[src/rtl/cl_axi_pkg.sv]
// Shared AXI constants for the CL AXI path: bus widths, response codes and limiter defaults.
// Pure declarations; no timing or flow control of its own.
package cl_axi_pkg;

  localparam int AXI_ID_W   = 4;
  localparam int AXI_ADDR_W = 32;
  localparam int AXI_DATA_W = 32;

  typedef enum logic [1:0] {
    RESP_OKAY   = 2'b00,
    RESP_SLVERR = 2'b10
  } axi_resp_e;

  localparam int MAX_WR_OUT_DFLT  = 16;
  localparam int MAX_RD_OUT_DFLT  = 16;
  localparam int TIMEOUT_CYC_DFLT = 4096;

  function automatic int cnt_w(input int a, input int b);
    return $clog2(((a > b) ? a : b) + 1);
  endfunction

endpackage

[src/rtl/axi_bus_t.sv]
// AXI4 bundle; modport names the agent the port faces ("master" = port facing an upstream master).
// Wires only: no latency, backpressure is whatever the endpoints do with valid/ready.
interface axi_bus_t;
  import cl_axi_pkg::*;

  logic [AXI_ID_W-1:0]     awid;
  logic [AXI_ADDR_W-1:0]   awaddr;
  logic [7:0]              awlen;
  logic [2:0]              awsize;
  logic                    awvalid;
  logic                    awready;
  logic [AXI_DATA_W-1:0]   wdata;
  logic [AXI_DATA_W/8-1:0] wstrb;
  logic                    wlast;
  logic                    wvalid;
  logic                    wready;
  logic [AXI_ID_W-1:0]     bid;
  axi_resp_e               bresp;
  logic                    bvalid;
  logic                    bready;
  logic [AXI_ID_W-1:0]     arid;
  logic [AXI_ADDR_W-1:0]   araddr;
  logic [7:0]              arlen;
  logic [2:0]              arsize;
  logic                    arvalid;
  logic                    arready;
  logic [AXI_ID_W-1:0]     rid;
  logic [AXI_DATA_W-1:0]   rdata;
  axi_resp_e               rresp;
  logic                    rlast;
  logic                    rvalid;
  logic                    rready;

  modport master (
    input  awid, awaddr, awlen, awsize, awvalid, output awready,
    input  wdata, wstrb, wlast, wvalid, output wready,
    output bid, bresp, bvalid, input bready,
    input  arid, araddr, arlen, arsize, arvalid, output arready,
    output rid, rdata, rresp, rlast, rvalid, input rready
  );

  modport slave (
    output awid, awaddr, awlen, awsize, awvalid, input awready,
    output wdata, wstrb, wlast, wvalid, input wready,
    input  bid, bresp, bvalid, output bready,
    output arid, araddr, arlen, arsize, arvalid, input arready,
    input  rid, rdata, rresp, rlast, rvalid, output rready
  );

endinterface

[src/rtl/cl_axi_txn_ctr.sv]
// One-direction address gate, outstanding counter and stall watchdog.
// Zero-latency gate: valid/ready pass combinationally unless full or quiesced (a presented valid is never withdrawn).
module cl_axi_txn_ctr #(
  parameter int MAX_OUT     = 16,
  parameter int TIMEOUT_CYC = 4096,
  parameter int CNT_W       = 5
) (
  input  logic             clk,
  input  logic             rst_n,
  input  logic             quiesce,
  input  logic             clr_err,
  input  logic             s_vld,
  output logic             s_rdy,
  output logic             m_vld,
  input  logic             m_rdy,
  input  logic             cpl,
  output logic [CNT_W-1:0] cnt,
  output logic             pend,
  output logic             timeout
);

  localparam int               WD_W    = $clog2(TIMEOUT_CYC);
  localparam logic [CNT_W-1:0] MAX_CNT = CNT_W'(MAX_OUT);
  localparam logic [WD_W-1:0]  WD_LAST = WD_W'(TIMEOUT_CYC - 1);

  logic            full;
  logic            pass;
  logic            hs;
  logic            dec;
  logic            expire;
  logic [WD_W-1:0] wd;

  assign full   = (cnt == MAX_CNT);
  // pend overrides full/quiesce so an address already shown downstream stays valid
  assign pass   = rst_n && ((!full && !quiesce) || pend);
  assign m_vld  = s_vld && pass;
  assign s_rdy  = m_rdy && pass;
  assign hs     = m_vld && m_rdy;
  assign dec    = cpl && (cnt != '0);
  assign expire = (wd == WD_LAST);

  always_ff @(posedge clk or negedge rst_n) begin
    if (!rst_n) begin
      cnt     <= '0;
      pend    <= 1'b0;
      wd      <= '0;
      timeout <= 1'b0;
    end else begin
      pend <= m_vld && !m_rdy;

      if (hs && !dec) begin
        cnt <= cnt + CNT_W'(1);
      end else if (!hs && dec) begin
        cnt <= cnt - CNT_W'(1);
      end

      if ((cnt == '0) || cpl) begin
        wd <= '0;
      end else if (!expire) begin
        wd <= wd + WD_W'(1);
      end

      if (expire) begin
        timeout <= 1'b1;
      end else if (clr_err) begin
        timeout <= 1'b0;
      end
    end
  end

  underflow_chk: assert property (@(posedge clk) disable iff (!rst_n) !(cpl && (cnt == '0)));

endmodule

[src/rtl/cl_axi_txn_limiter.sv]
// Caps outstanding AXI writes/reads, supports quiesce, and flags stalled directions.
// Zero latency on all channels; only AW/AR valid/ready are gated, W/B/R are straight wires.
module cl_axi_txn_limiter
  import cl_axi_pkg::*;
#(
  parameter int MAX_WR_OUT  = MAX_WR_OUT_DFLT,
  parameter int MAX_RD_OUT  = MAX_RD_OUT_DFLT,
  parameter int TIMEOUT_CYC = TIMEOUT_CYC_DFLT,
  parameter int CNT_W       = cnt_w(MAX_WR_OUT, MAX_RD_OUT)
) (
  input  logic             clk,
  input  logic             rst_n,
  axi_bus_t.master         s_axi_bus,
  axi_bus_t.slave          m_axi_bus,
  input  logic             quiesce,
  input  logic             clr_err,
  output logic             idle,
  output logic [CNT_W-1:0] wr_out_cnt,
  output logic [CNT_W-1:0] rd_out_cnt,
  output logic             wr_timeout,
  output logic             rd_timeout
);

  logic wr_cpl;
  logic rd_cpl;
  logic aw_pend;
  logic ar_pend;

  assign m_axi_bus.awid   = s_axi_bus.awid;
  assign m_axi_bus.awaddr = s_axi_bus.awaddr;
  assign m_axi_bus.awlen  = s_axi_bus.awlen;
  assign m_axi_bus.awsize = s_axi_bus.awsize;

  assign m_axi_bus.wdata  = s_axi_bus.wdata;
  assign m_axi_bus.wstrb  = s_axi_bus.wstrb;
  assign m_axi_bus.wlast  = s_axi_bus.wlast;
  assign m_axi_bus.wvalid = s_axi_bus.wvalid;
  assign s_axi_bus.wready = m_axi_bus.wready;

  assign s_axi_bus.bid    = m_axi_bus.bid;
  assign s_axi_bus.bresp  = m_axi_bus.bresp;
  assign s_axi_bus.bvalid = m_axi_bus.bvalid;
  assign m_axi_bus.bready = s_axi_bus.bready;

  assign m_axi_bus.arid   = s_axi_bus.arid;
  assign m_axi_bus.araddr = s_axi_bus.araddr;
  assign m_axi_bus.arlen  = s_axi_bus.arlen;
  assign m_axi_bus.arsize = s_axi_bus.arsize;

  assign s_axi_bus.rid    = m_axi_bus.rid;
  assign s_axi_bus.rdata  = m_axi_bus.rdata;
  assign s_axi_bus.rresp  = m_axi_bus.rresp;
  assign s_axi_bus.rlast  = m_axi_bus.rlast;
  assign s_axi_bus.rvalid = m_axi_bus.rvalid;
  assign m_axi_bus.rready = s_axi_bus.rready;

  // a read retires only on its last beat
  assign wr_cpl = m_axi_bus.bvalid && m_axi_bus.bready;
  assign rd_cpl = m_axi_bus.rvalid && m_axi_bus.rready && m_axi_bus.rlast;

  cl_axi_txn_ctr #(
    .MAX_OUT     (MAX_WR_OUT),
    .TIMEOUT_CYC (TIMEOUT_CYC),
    .CNT_W       (CNT_W)
  ) u_wr_ctr (
    .clk     (clk),
    .rst_n   (rst_n),
    .quiesce (quiesce),
    .clr_err (clr_err),
    .s_vld   (s_axi_bus.awvalid),
    .s_rdy   (s_axi_bus.awready),
    .m_vld   (m_axi_bus.awvalid),
    .m_rdy   (m_axi_bus.awready),
    .cpl     (wr_cpl),
    .cnt     (wr_out_cnt),
    .pend    (aw_pend),
    .timeout (wr_timeout)
  );

  cl_axi_txn_ctr #(
    .MAX_OUT     (MAX_RD_OUT),
    .TIMEOUT_CYC (TIMEOUT_CYC),
    .CNT_W       (CNT_W)
  ) u_rd_ctr (
    .clk     (clk),
    .rst_n   (rst_n),
    .quiesce (quiesce),
    .clr_err (clr_err),
    .s_vld   (s_axi_bus.arvalid),
    .s_rdy   (s_axi_bus.arready),
    .m_vld   (m_axi_bus.arvalid),
    .m_rdy   (m_axi_bus.arready),
    .cpl     (rd_cpl),
    .cnt     (rd_out_cnt),
    .pend    (ar_pend),
    .timeout (rd_timeout)
  );

  assign idle = (wr_out_cnt == '0) && (rd_out_cnt == '0) && !aw_pend && !ar_pend;

endmodule

[src/flat_wrapper.sv]
// flat-port wrapper written by rule: the top's interface ports become plain ports
module cl_axi_txn_limiter_flat import cl_axi_pkg::*;
#(
  parameter int MAX_WR_OUT  = MAX_WR_OUT_DFLT,
  parameter int MAX_RD_OUT  = MAX_RD_OUT_DFLT,
  parameter int TIMEOUT_CYC = TIMEOUT_CYC_DFLT,
  parameter int CNT_W       = cnt_w(MAX_WR_OUT, MAX_RD_OUT)
)
  (clk, rst_n, quiesce, clr_err, idle, wr_out_cnt, rd_out_cnt, wr_timeout, rd_timeout, s_axi_bus_awid, s_axi_bus_awaddr, s_axi_bus_awlen, s_axi_bus_awsize, s_axi_bus_awvalid, s_axi_bus_awready, s_axi_bus_wdata, s_axi_bus_wstrb, s_axi_bus_wlast, s_axi_bus_wvalid, s_axi_bus_wready, s_axi_bus_bid, s_axi_bus_bresp, s_axi_bus_bvalid, s_axi_bus_bready, s_axi_bus_arid, s_axi_bus_araddr, s_axi_bus_arlen, s_axi_bus_arsize, s_axi_bus_arvalid, s_axi_bus_arready, s_axi_bus_rid, s_axi_bus_rdata, s_axi_bus_rresp, s_axi_bus_rlast, s_axi_bus_rvalid, s_axi_bus_rready, m_axi_bus_awid, m_axi_bus_awaddr, m_axi_bus_awlen, m_axi_bus_awsize, m_axi_bus_awvalid, m_axi_bus_awready, m_axi_bus_wdata, m_axi_bus_wstrb, m_axi_bus_wlast, m_axi_bus_wvalid, m_axi_bus_wready, m_axi_bus_bid, m_axi_bus_bresp, m_axi_bus_bvalid, m_axi_bus_bready, m_axi_bus_arid, m_axi_bus_araddr, m_axi_bus_arlen, m_axi_bus_arsize, m_axi_bus_arvalid, m_axi_bus_arready, m_axi_bus_rid, m_axi_bus_rdata, m_axi_bus_rresp, m_axi_bus_rlast, m_axi_bus_rvalid, m_axi_bus_rready);
  axi_bus_t s_axi_bus_i ();
  axi_bus_t m_axi_bus_i ();
  input  logic clk;
  input  logic rst_n;
  input  logic quiesce;
  input  logic clr_err;
  output logic idle;
  output logic [CNT_W-1:0] wr_out_cnt;
  output logic [CNT_W-1:0] rd_out_cnt;
  output logic wr_timeout;
  output logic rd_timeout;
  input wire logic [$bits(s_axi_bus_i.awid)-1:0] s_axi_bus_awid;
  input wire logic [$bits(s_axi_bus_i.awaddr)-1:0] s_axi_bus_awaddr;
  input wire logic [$bits(s_axi_bus_i.awlen)-1:0] s_axi_bus_awlen;
  input wire logic [$bits(s_axi_bus_i.awsize)-1:0] s_axi_bus_awsize;
  input wire logic [$bits(s_axi_bus_i.awvalid)-1:0] s_axi_bus_awvalid;
  output wire logic [$bits(s_axi_bus_i.awready)-1:0] s_axi_bus_awready;
  input wire logic [$bits(s_axi_bus_i.wdata)-1:0] s_axi_bus_wdata;
  input wire logic [$bits(s_axi_bus_i.wstrb)-1:0] s_axi_bus_wstrb;
  input wire logic [$bits(s_axi_bus_i.wlast)-1:0] s_axi_bus_wlast;
  input wire logic [$bits(s_axi_bus_i.wvalid)-1:0] s_axi_bus_wvalid;
  output wire logic [$bits(s_axi_bus_i.wready)-1:0] s_axi_bus_wready;
  output wire logic [$bits(s_axi_bus_i.bid)-1:0] s_axi_bus_bid;
  output wire logic [$bits(s_axi_bus_i.bresp)-1:0] s_axi_bus_bresp;
  output wire logic [$bits(s_axi_bus_i.bvalid)-1:0] s_axi_bus_bvalid;
  input wire logic [$bits(s_axi_bus_i.bready)-1:0] s_axi_bus_bready;
  input wire logic [$bits(s_axi_bus_i.arid)-1:0] s_axi_bus_arid;
  input wire logic [$bits(s_axi_bus_i.araddr)-1:0] s_axi_bus_araddr;
  input wire logic [$bits(s_axi_bus_i.arlen)-1:0] s_axi_bus_arlen;
  input wire logic [$bits(s_axi_bus_i.arsize)-1:0] s_axi_bus_arsize;
  input wire logic [$bits(s_axi_bus_i.arvalid)-1:0] s_axi_bus_arvalid;
  output wire logic [$bits(s_axi_bus_i.arready)-1:0] s_axi_bus_arready;
  output wire logic [$bits(s_axi_bus_i.rid)-1:0] s_axi_bus_rid;
  output wire logic [$bits(s_axi_bus_i.rdata)-1:0] s_axi_bus_rdata;
  output wire logic [$bits(s_axi_bus_i.rresp)-1:0] s_axi_bus_rresp;
  output wire logic [$bits(s_axi_bus_i.rlast)-1:0] s_axi_bus_rlast;
  output wire logic [$bits(s_axi_bus_i.rvalid)-1:0] s_axi_bus_rvalid;
  input wire logic [$bits(s_axi_bus_i.rready)-1:0] s_axi_bus_rready;
  output wire logic [$bits(m_axi_bus_i.awid)-1:0] m_axi_bus_awid;
  output wire logic [$bits(m_axi_bus_i.awaddr)-1:0] m_axi_bus_awaddr;
  output wire logic [$bits(m_axi_bus_i.awlen)-1:0] m_axi_bus_awlen;
  output wire logic [$bits(m_axi_bus_i.awsize)-1:0] m_axi_bus_awsize;
  output wire logic [$bits(m_axi_bus_i.awvalid)-1:0] m_axi_bus_awvalid;
  input wire logic [$bits(m_axi_bus_i.awready)-1:0] m_axi_bus_awready;
  output wire logic [$bits(m_axi_bus_i.wdata)-1:0] m_axi_bus_wdata;
  output wire logic [$bits(m_axi_bus_i.wstrb)-1:0] m_axi_bus_wstrb;
  output wire logic [$bits(m_axi_bus_i.wlast)-1:0] m_axi_bus_wlast;
  output wire logic [$bits(m_axi_bus_i.wvalid)-1:0] m_axi_bus_wvalid;
  input wire logic [$bits(m_axi_bus_i.wready)-1:0] m_axi_bus_wready;
  input wire logic [$bits(m_axi_bus_i.bid)-1:0] m_axi_bus_bid;
  input wire logic [$bits(m_axi_bus_i.bresp)-1:0] m_axi_bus_bresp;
  input wire logic [$bits(m_axi_bus_i.bvalid)-1:0] m_axi_bus_bvalid;
  output wire logic [$bits(m_axi_bus_i.bready)-1:0] m_axi_bus_bready;
  output wire logic [$bits(m_axi_bus_i.arid)-1:0] m_axi_bus_arid;
  output wire logic [$bits(m_axi_bus_i.araddr)-1:0] m_axi_bus_araddr;
  output wire logic [$bits(m_axi_bus_i.arlen)-1:0] m_axi_bus_arlen;
  output wire logic [$bits(m_axi_bus_i.arsize)-1:0] m_axi_bus_arsize;
  output wire logic [$bits(m_axi_bus_i.arvalid)-1:0] m_axi_bus_arvalid;
  input wire logic [$bits(m_axi_bus_i.arready)-1:0] m_axi_bus_arready;
  input wire logic [$bits(m_axi_bus_i.rid)-1:0] m_axi_bus_rid;
  input wire logic [$bits(m_axi_bus_i.rdata)-1:0] m_axi_bus_rdata;
  input wire logic [$bits(m_axi_bus_i.rresp)-1:0] m_axi_bus_rresp;
  input wire logic [$bits(m_axi_bus_i.rlast)-1:0] m_axi_bus_rlast;
  input wire logic [$bits(m_axi_bus_i.rvalid)-1:0] m_axi_bus_rvalid;
  output wire logic [$bits(m_axi_bus_i.rready)-1:0] m_axi_bus_rready;
  assign s_axi_bus_i.awid = s_axi_bus_awid;
  assign s_axi_bus_i.awaddr = s_axi_bus_awaddr;
  assign s_axi_bus_i.awlen = s_axi_bus_awlen;
  assign s_axi_bus_i.awsize = s_axi_bus_awsize;
  assign s_axi_bus_i.awvalid = s_axi_bus_awvalid;
  assign s_axi_bus_awready = s_axi_bus_i.awready;
  assign s_axi_bus_i.wdata = s_axi_bus_wdata;
  assign s_axi_bus_i.wstrb = s_axi_bus_wstrb;
  assign s_axi_bus_i.wlast = s_axi_bus_wlast;
  assign s_axi_bus_i.wvalid = s_axi_bus_wvalid;
  assign s_axi_bus_wready = s_axi_bus_i.wready;
  assign s_axi_bus_bid = s_axi_bus_i.bid;
  assign s_axi_bus_bresp = s_axi_bus_i.bresp;
  assign s_axi_bus_bvalid = s_axi_bus_i.bvalid;
  assign s_axi_bus_i.bready = s_axi_bus_bready;
  assign s_axi_bus_i.arid = s_axi_bus_arid;
  assign s_axi_bus_i.araddr = s_axi_bus_araddr;
  assign s_axi_bus_i.arlen = s_axi_bus_arlen;
  assign s_axi_bus_i.arsize = s_axi_bus_arsize;
  assign s_axi_bus_i.arvalid = s_axi_bus_arvalid;
  assign s_axi_bus_arready = s_axi_bus_i.arready;
  assign s_axi_bus_rid = s_axi_bus_i.rid;
  assign s_axi_bus_rdata = s_axi_bus_i.rdata;
  assign s_axi_bus_rresp = s_axi_bus_i.rresp;
  assign s_axi_bus_rlast = s_axi_bus_i.rlast;
  assign s_axi_bus_rvalid = s_axi_bus_i.rvalid;
  assign s_axi_bus_i.rready = s_axi_bus_rready;
  assign m_axi_bus_awid = m_axi_bus_i.awid;
  assign m_axi_bus_awaddr = m_axi_bus_i.awaddr;
  assign m_axi_bus_awlen = m_axi_bus_i.awlen;
  assign m_axi_bus_awsize = m_axi_bus_i.awsize;
  assign m_axi_bus_awvalid = m_axi_bus_i.awvalid;
  assign m_axi_bus_i.awready = m_axi_bus_awready;
  assign m_axi_bus_wdata = m_axi_bus_i.wdata;
  assign m_axi_bus_wstrb = m_axi_bus_i.wstrb;
  assign m_axi_bus_wlast = m_axi_bus_i.wlast;
  assign m_axi_bus_wvalid = m_axi_bus_i.wvalid;
  assign m_axi_bus_i.wready = m_axi_bus_wready;
  assign m_axi_bus_i.bid = m_axi_bus_bid;
  assign m_axi_bus_i.bresp = m_axi_bus_bresp;
  assign m_axi_bus_i.bvalid = m_axi_bus_bvalid;
  assign m_axi_bus_bready = m_axi_bus_i.bready;
  assign m_axi_bus_arid = m_axi_bus_i.arid;
  assign m_axi_bus_araddr = m_axi_bus_i.araddr;
  assign m_axi_bus_arlen = m_axi_bus_i.arlen;
  assign m_axi_bus_arsize = m_axi_bus_i.arsize;
  assign m_axi_bus_arvalid = m_axi_bus_i.arvalid;
  assign m_axi_bus_i.arready = m_axi_bus_arready;
  assign m_axi_bus_i.rid = m_axi_bus_rid;
  assign m_axi_bus_i.rdata = m_axi_bus_rdata;
  assign m_axi_bus_i.rresp = m_axi_bus_rresp;
  assign m_axi_bus_i.rlast = m_axi_bus_rlast;
  assign m_axi_bus_i.rvalid = m_axi_bus_rvalid;
  assign m_axi_bus_rready = m_axi_bus_i.rready;
  cl_axi_txn_limiter #(.MAX_WR_OUT(MAX_WR_OUT), .MAX_RD_OUT(MAX_RD_OUT), .TIMEOUT_CYC(TIMEOUT_CYC), .CNT_W(CNT_W)) u_core (.clk(clk), .rst_n(rst_n), .s_axi_bus(s_axi_bus_i), .m_axi_bus(m_axi_bus_i), .quiesce(quiesce), .clr_err(clr_err), .idle(idle), .wr_out_cnt(wr_out_cnt), .rd_out_cnt(rd_out_cnt), .wr_timeout(wr_timeout), .rd_timeout(rd_timeout));
endmodule
[config.mk]
export PLATFORM = sky130hd
export DESIGN_NAME = cl_axi_txn_limiter_flat
export DESIGN_NICKNAME = d
export VERILOG_FILES = /design/src/rtl/cl_axi_pkg.sv /design/src/rtl/axi_bus_t.sv /design/src/rtl/cl_axi_txn_ctr.sv /design/src/rtl/cl_axi_txn_limiter.sv /design/src/flat_wrapper.sv
export SDC_FILE = /design/constraint.sdc
export NUM_CORES = 1
export LEC_CHECK = 0
export ABC_AREA = 1
export CAP_MARGIN = 20
export CORE_AREA = 2 2 150 152
export CTS_CLUSTER_DIAMETER = 150
export DETAILED_ROUTE_END_ITERATION = 6
export DIE_AREA = 0 0 152 154
export RECOVER_POWER = 50
export SETUP_SLACK_MARGIN = 0.1
export SLEW_MARGIN = 20
export SYNTH_ARGS = -nofsm -noshare
export SYNTH_HDL_FRONTEND = slang
export SYNTH_SLANG_ARGS = --single-unit
[constraint.sdc]
create_clock -name clk -period 2.45 [get_ports clk]
set_input_delay 0.49 -clock clk [delete_from_list [all_inputs] [get_ports clk]]
set_output_delay 0.49 -clock clk [all_outputs]
set_load 0.005 [all_outputs]
Run 1, power grid:
(2 px per um) Pins as bars on the die edge. Tap cells in gray.
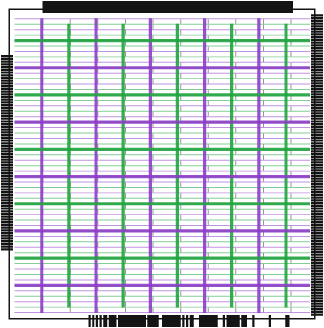
- green: VDD
- purple: VSS
- met5 straps: 10
- tap cells: 280

Run 1, signal wires on met2:
(2 px per um)
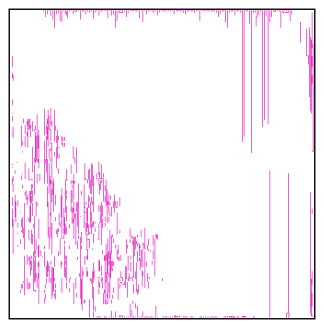
- nets with wire on the layer: 443
- share of all routed wire: 43%
- main direction: vertical

Run 1, wiring by layer:
(2 px per um)
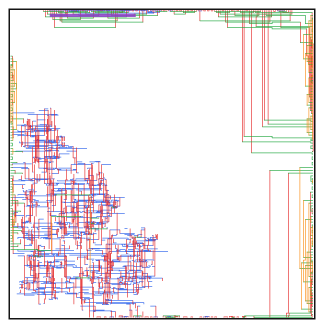
- purple: met5 (wire length 41.4 um)
- blue: met1 (wire length 2850 um)
- red: met2 (wire length 3690 um)
- orange: met4 (wire length 681 um)
- green: met3 (wire length 1400 um)

Run 1, clock nets:
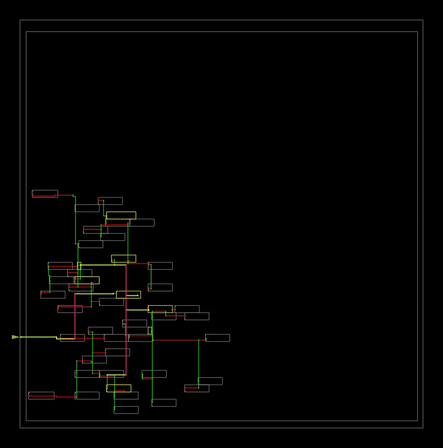
clkbuf count: 7
Clock Latency Late Sink: 280 ps
CTS buffer count: 5

==> impl_metrics.json, run 1 <==
{
  "path_max_fanout": 3,
  "ys_chip_area_sq_um": 3800,
  "synth_cell_types": 32,
  "worst_clock_skew_ps": 6.79,
  "dpl_worst_slack_ps": -194,
  "top_cell_area_share": 0.359,
  "regToRegSetupSlack_ps": 210,
  "setup_viol": 0,
  "clockRootBuffer": "clkbuf_16",
  "rsz0062_at_grt": "true",
  "io_buffer_count": 34,
  "area_growth_pct": -7.63,
  "die-area_sq_um": 23400,
  "htreeDepth": 2,
  "fillCellCount": 2460,
  "p_leak_uw": 0.00162,
  "finalCritPeriodShare": 0.918,
  "pin_count": 389,
  "post-route-drc-count": 0,
  "drtPass1Iterations": 4,
  "hold_viol_final": 0,
  "p_per_area_nw_per_um2": 849,
  "r2r_cells": 13,
  "irDropWorstVdd_v": 0.000482,
  "cp.required_ps": 2620,
  "cp-endpoint": "u_core.u_wr_ctr.cnt[4]",
  "setup_tns_ps": 0,
  "wire_per_inst_um": 13.3,
  "crit_type": "primary input to flip-flop",
  "common_cells": "182 x buf_4, 81 x nand2_1, 38 x dfrtp_1, 36 x inv_1",
  "core-area_sq_um": 21700,
  "topCellsByArea": "buf_4 36%, dfrtp_1 25%, nand2_1 8.0%",
  "clk_pin_slew_ps": 60,
  "crit_start": "quiesce",
  "edf_count": 0,
  "grt_pass1_vias": 2362,
  "drive_gt1_frac": 0.203,
  "dpl.hpwl_um": 7020,
  "maxCapViolations": 0,
  "max_freq_mhz": 445,
  "route.vias.total": 2389,
  "start_kind": "primary input",
  "die_h_um": 154,
  "num-nets-final": 573,
  "synth_seq_share": 0.250,
  "warnings": 29,
  "grt_max_degree": 37,
  "initial_core_util": 0.175,
  "syn_nets": 697,
  "ant_nets": 0,
  "synth-async-reset-ratio": 1.00,
  "routabilityCongestion": 0.798,
  "via_per_inst": 3.68,
  "grt_use_total": 0.0708,
  "final_util": 0.162,
  "routed_wl_um": 8670,
  "top_area_cell": "buf_4",
  "yosysMostFrequentCell": "buf_4",
  "whs_ps": 37.8,
  "worst_pin_slew_ps": 938,
  "clock-sinks": 38,
  "reg2reg_to": "u_core.u_wr_ctr.cnt[4]",
  "power_uw": 2980,
  "synth_warnings": 0,
  "overflow": 0,
  "r2r-start": "u_core.u_wr_ctr.cnt[3]",
  "status": "finished clean",
  "grt_pass1_wl_um": 13000,
  "num_rows": 54,
  "drt-initial-drc-count": 107,
  "dieWidth_um": 152,
  "ff_type": "dfrtp_1",
  "ys_seq_elements": 38,
  "avgSynthCellArea_sq_um": 7.71,
  "cp-end-kind": "flip-flop",
  "ys_cells": 493,
  "slew_viol_final": 0,
  "slew_headroom": 0.374,
  "arrival_ps": 2420,
  "cts_tree": "done",
  "syn-cell-area_sq_um": 3800,
  "timing.final.ws_setup_ps": 202,
  "fin_crit_ps": 2250,
  "worst_hold_path_type": "primary input to async pin",
  "syn_inst": 493
}
run 1: critical path, stage by stage:
cell             delay (ps)
clkdlybuf4s50_1         410
inv_2                    60
nand2_1                  40
nand2_1                  80
nand3_2                  80
nor2_2                  110
ha_2                    220
inv_2                    70
ha_1                    290
nand2_1                  40
or2_2                   280
nand3_1                  90
nand2_1                  50
nand2_1                  50
nand2_1                  40
run 1: worst min-delay path by stage:
stage                              to  slack [ps]  depth (start not counted)
3_3_place_gp     u_core.u_wr_ctr.pend         330                          1
3_5_place_dp     u_core.u_wr_ctr.pend         330                          1
6_report         u_core.u_wr_ctr.pend          40                          1
2_1_floorplan  u_core.u_rd_ctr.cnt[0]         190                          0
4_1_cts          u_core.u_wr_ctr.pend          30                          1
5_1_grt          u_core.u_rd_ctr.pend          30                          1
run 1: layout by cell type (no fill, tap or decap), types with 3 or more instances in the layout:
master	synthesis	layout
a21oi_1	13	11
buf_4	182	17
clkbuf_16	0	5
clkdlybuf4s50_1	0	30
dfrtp_1	38	36
dlymetal6s2s_1	0	3
ha_1	12	5
ha_4	0	5
inv_1	36	33
inv_2	2	4
nand2_1	81	81
nand2_2	5	5
nand3_1	34	33
nand3_2	6	7
nand4_1	5	5
nor2_1	34	31
nor2_2	5	8
o21ai_0	7	7
or2_2	3	3
xnor2_1	7	7
xor2_1	4	4
run 1: metrics by stage:
step                instances  area (sq um)
floorplan                 493          3800
global placement          641          3240
detailed placement        641          3240
CTS                       649          3410
global route              650          3510
finish                    650          3510
run 1: flip-flops by register name, summed over array words and instances (netlist names):
signal / count
u_core.u_rd_ctr.wd: 12
u_core.u_wr_ctr.pend: 1
u_core.u_wr_ctr.wd: 12
u_core.u_rd_ctr.timeout: 1
u_core.u_rd_ctr.pend: 1
u_core.u_wr_ctr.timeout: 1
u_core.u_wr_ctr.cnt: 5
u_core.u_rd_ctr.cnt: 5
run 1: logic make-up (layout without fill, tap and decap cells):
| group | count (synthesis) | in the layout | share of synthesized area |
|---|---|---|---|
| buf+inv | 223 | 100 | 0.403 |
| simple gates | 183 | 183 | 0.238 |
| flops | 38 | 38 | 0.250 |
| compound gates | 24 | 24 | 0.0339 |
| fa+ha+maj | 14 | 14 | 0.0500 |
| xor+xnor | 11 | 11 | 0.0253 |
run 1: layout make-up:
| cell class | instances | area (sq um) | area share |
|---|---|---|---|
| multi-input cells | 232 | 1410 | 0.403 |
| flip-flops and latches | 38 | 953 | 0.271 |
| repair buffers | 52 | 475 | 0.135 |
| well taps | 280 | 350 | 0.0998 |
| inverters | 40 | 156 | 0.0445 |
| clock buffers | 7 | 133 | 0.0378 |
| clock inverters | 1 | 30.0 | 0.00855 |
run 1: power by group:
| part | switching, uW | internal (uW) |
|---|---|---|
| clock | 251 | 481 |
| sequential | 163 | 780 |
| combinational | 642 | 664 |
| total | 1060 | 1930 |
run 1: metal layers:
metal,global-route usage,vias up,share of wire
met5,0.0248,-,0.0047
met4,0.0587,2,0.079
met3,0.0505,84,0.16
met2,0.104,170,0.43
met1,0.0648,1023,0.33
li1,-,1110,-
run 1: what timing repair did:
item,CTS,global route
setup buffers,0,1
pin swaps,0,6
gates resized,2,21
endpoints found under the setup margin,2,8
hold endpoints to repair,0,0
hold buffers,0,0
Run 1, met3 routing:
(2 px per um)
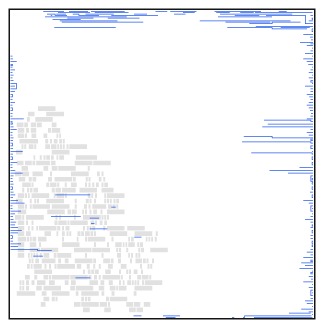

==> run 2: changes to the inputs <==
Settings changed: PLACE_DENSITY_LB_ADDON set to 0.05.
Run 2, met3 routing:
(2 px per um)
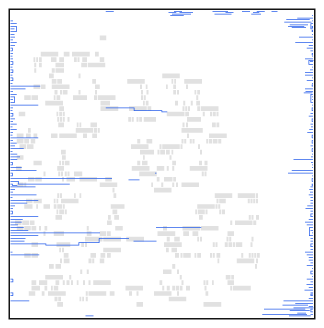
- wire length on this layer: 1030 um
- main direction: horizontal
- nets with wire on the layer: 144

==> impl_metrics.json, run 2 <==
{
  "timing.final.ws_setup_ps": 226,
  "worst_clock_skew_ps": 7.47,
  "slew_viol_final": 0,
  "met2_usage": 0.130,
  "top_area_cell": "buf_4",
  "worst_pin_slew_ps": 1490,
  "status": "finished clean",
  "warnings": 30,
  "fin_area_sq_um": 3620,
  "most-common-layout-cells": "81 x nand2_1, 38 x dfrtp_1, 33 x inv_1, 33 x nand3_1",
  "via_per_inst": 3.59,
  "pwr-share-clk": 0.251,
  "place_area_sq_um": 3350,
  "path_buffers": 3,
  "die-area_sq_um": 23400,
  "grt_max_degree": 25,
  "synth-async-reset-ratio": 1.00,
  "dpl_worst_slack_ps": -222,
  "overflow": 0,
  "routed_wl_um": 9490,
  "dieWidth_um": 152,
  "max_freq_mhz": 450,
  "ys_chip_area_sq_um": 3800,
  "avgSynthCellArea_sq_um": 7.71,
  "cts_buffers": 5,
  "internal_power_uw": 2000,
  "edf_count": 0,
  "common_cells": "182 x buf_4, 81 x nand2_1, 38 x dfrtp_1, 36 x inv_1",
  "grt_use_total": 0.0814,
  "syn_inst": 493,
  "hold_viol_final": 0,
  "holdBufCountCts": 0,
  "maxCapViolations": 0,
  "clockRootBuffer": "clkbuf_16",
  "power_uw": 3130,
  "num_rows": 54,
  "layout.cells.non_filler": 664,
  "reg_top3": "u_core.u_rd_ctr.wd (12), u_core.u_wr_ctr.wd (12)",
  "cts_tree": "done",
  "dp_cells": 656,
  "p_leak_uw": 0.00171,
  "area_growth_pct": -4.84,
  "start_kind": "primary input"
}
Run 2, wiring by layer:
(2 px per um)
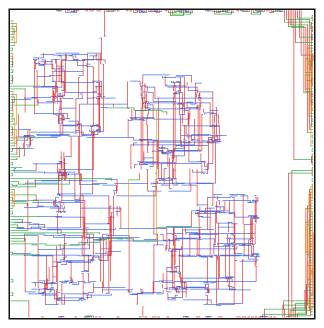
- orange: met4 (wire length 482 um)
- green: met3 (wire length 1030 um)
- blue: met1 (wire length 3640 um)
- red: met2 (wire length 4340 um)

## run 2: cell counts after synthesis
Identical to the previous run, type by type.
## run 2: what timing repair did
item                                   CTS  global route
pin swaps                                0             5
setup endpoints to repair                4             8
buffers inserted                         0             1
endpoints found under the hold margin    0             0
resized                                  5            17
## run 2: cell type report
type	count	area [sq um]	share of cell area
multi-input cells	232	1410	0.390
flip-flops and latches	38	951	0.263
clock buffers	6	139	0.0384
repair buffers	67	583	0.161
inverters	40	154	0.0425
well taps	280	350	0.0968
clock inverters	1	30.0	0.00830
## run 2: path summary, 6_finish.rpt
path / startpoint / end / slack [ps] / cells after the start
max in group asynchronous: rst_n / u_core.u_rd_ctr.wd[9] / 680 / 2
max: quiesce / u_core.u_wr_ctr.cnt[4] / 230 / 15
min in group asynchronous: rst_n / u_core.u_wr_ctr.cnt[1] / 630 / 2
max reg2reg: u_core.u_rd_ctr.cnt[1] / u_core.u_rd_ctr.cnt[4] / 280 / 13
min reg2reg: u_core.u_rd_ctr.wd[1] / u_core.u_rd_ctr.wd[1] / 520 / 2
min: u_core.u_rd_ctr.wd[1] / u_core.u_rd_ctr.wd[1] / 520 / 2
## run 2: power groups by stage
stage / registers [uW] / clock network [uW] / logic [uW]
floorplan: 945 / 0 / 933
CTS: 918 / 829 / 1410
finish: 914 / 785 / 1430
global placement: 927 / 0 / 1420
detailed placement: 922 / 0 / 1390
global route: 943 / 845 / 1640
## run 2: cells by family (layout without fill, tap and decap cells)
family                   Yosys count  count (layout)
adder cells (fa/ha/maj)           14              14
AND-OR/OR-AND                     24              24
flip-flops                        38              38
XOR/XNOR                          11              11
AND/OR/NAND/NOR                  183             183
buffers and inverters            223             114
## run 2: worst min-delay path: stages (launching register included)
cell	delay, ps
dfrtp_1	370
nand2_1	60
nand2_1	50
## run 2: routing by layer
| metal | wire, um | vias to the layer above |
|---|---|---|
| met3 | 1030 | 74 |
| li1 | - | 1143 |
| met1 | 3640 | 1026 |
| met4 | 482 | 0 |
| met5 | 0 | - |
| met2 | 4340 | 144 |
## run 2: metrics by stage
stage | hold slack (ps) | util
finish | 517 | 0.167
global route | 555 | 0.167
CTS | 245 | 0.163
detailed placement | 512 | 0.154
global placement | 513 | 0.154
floorplan | 194 | -
Power is estimated from default activity; no workload was simulated.
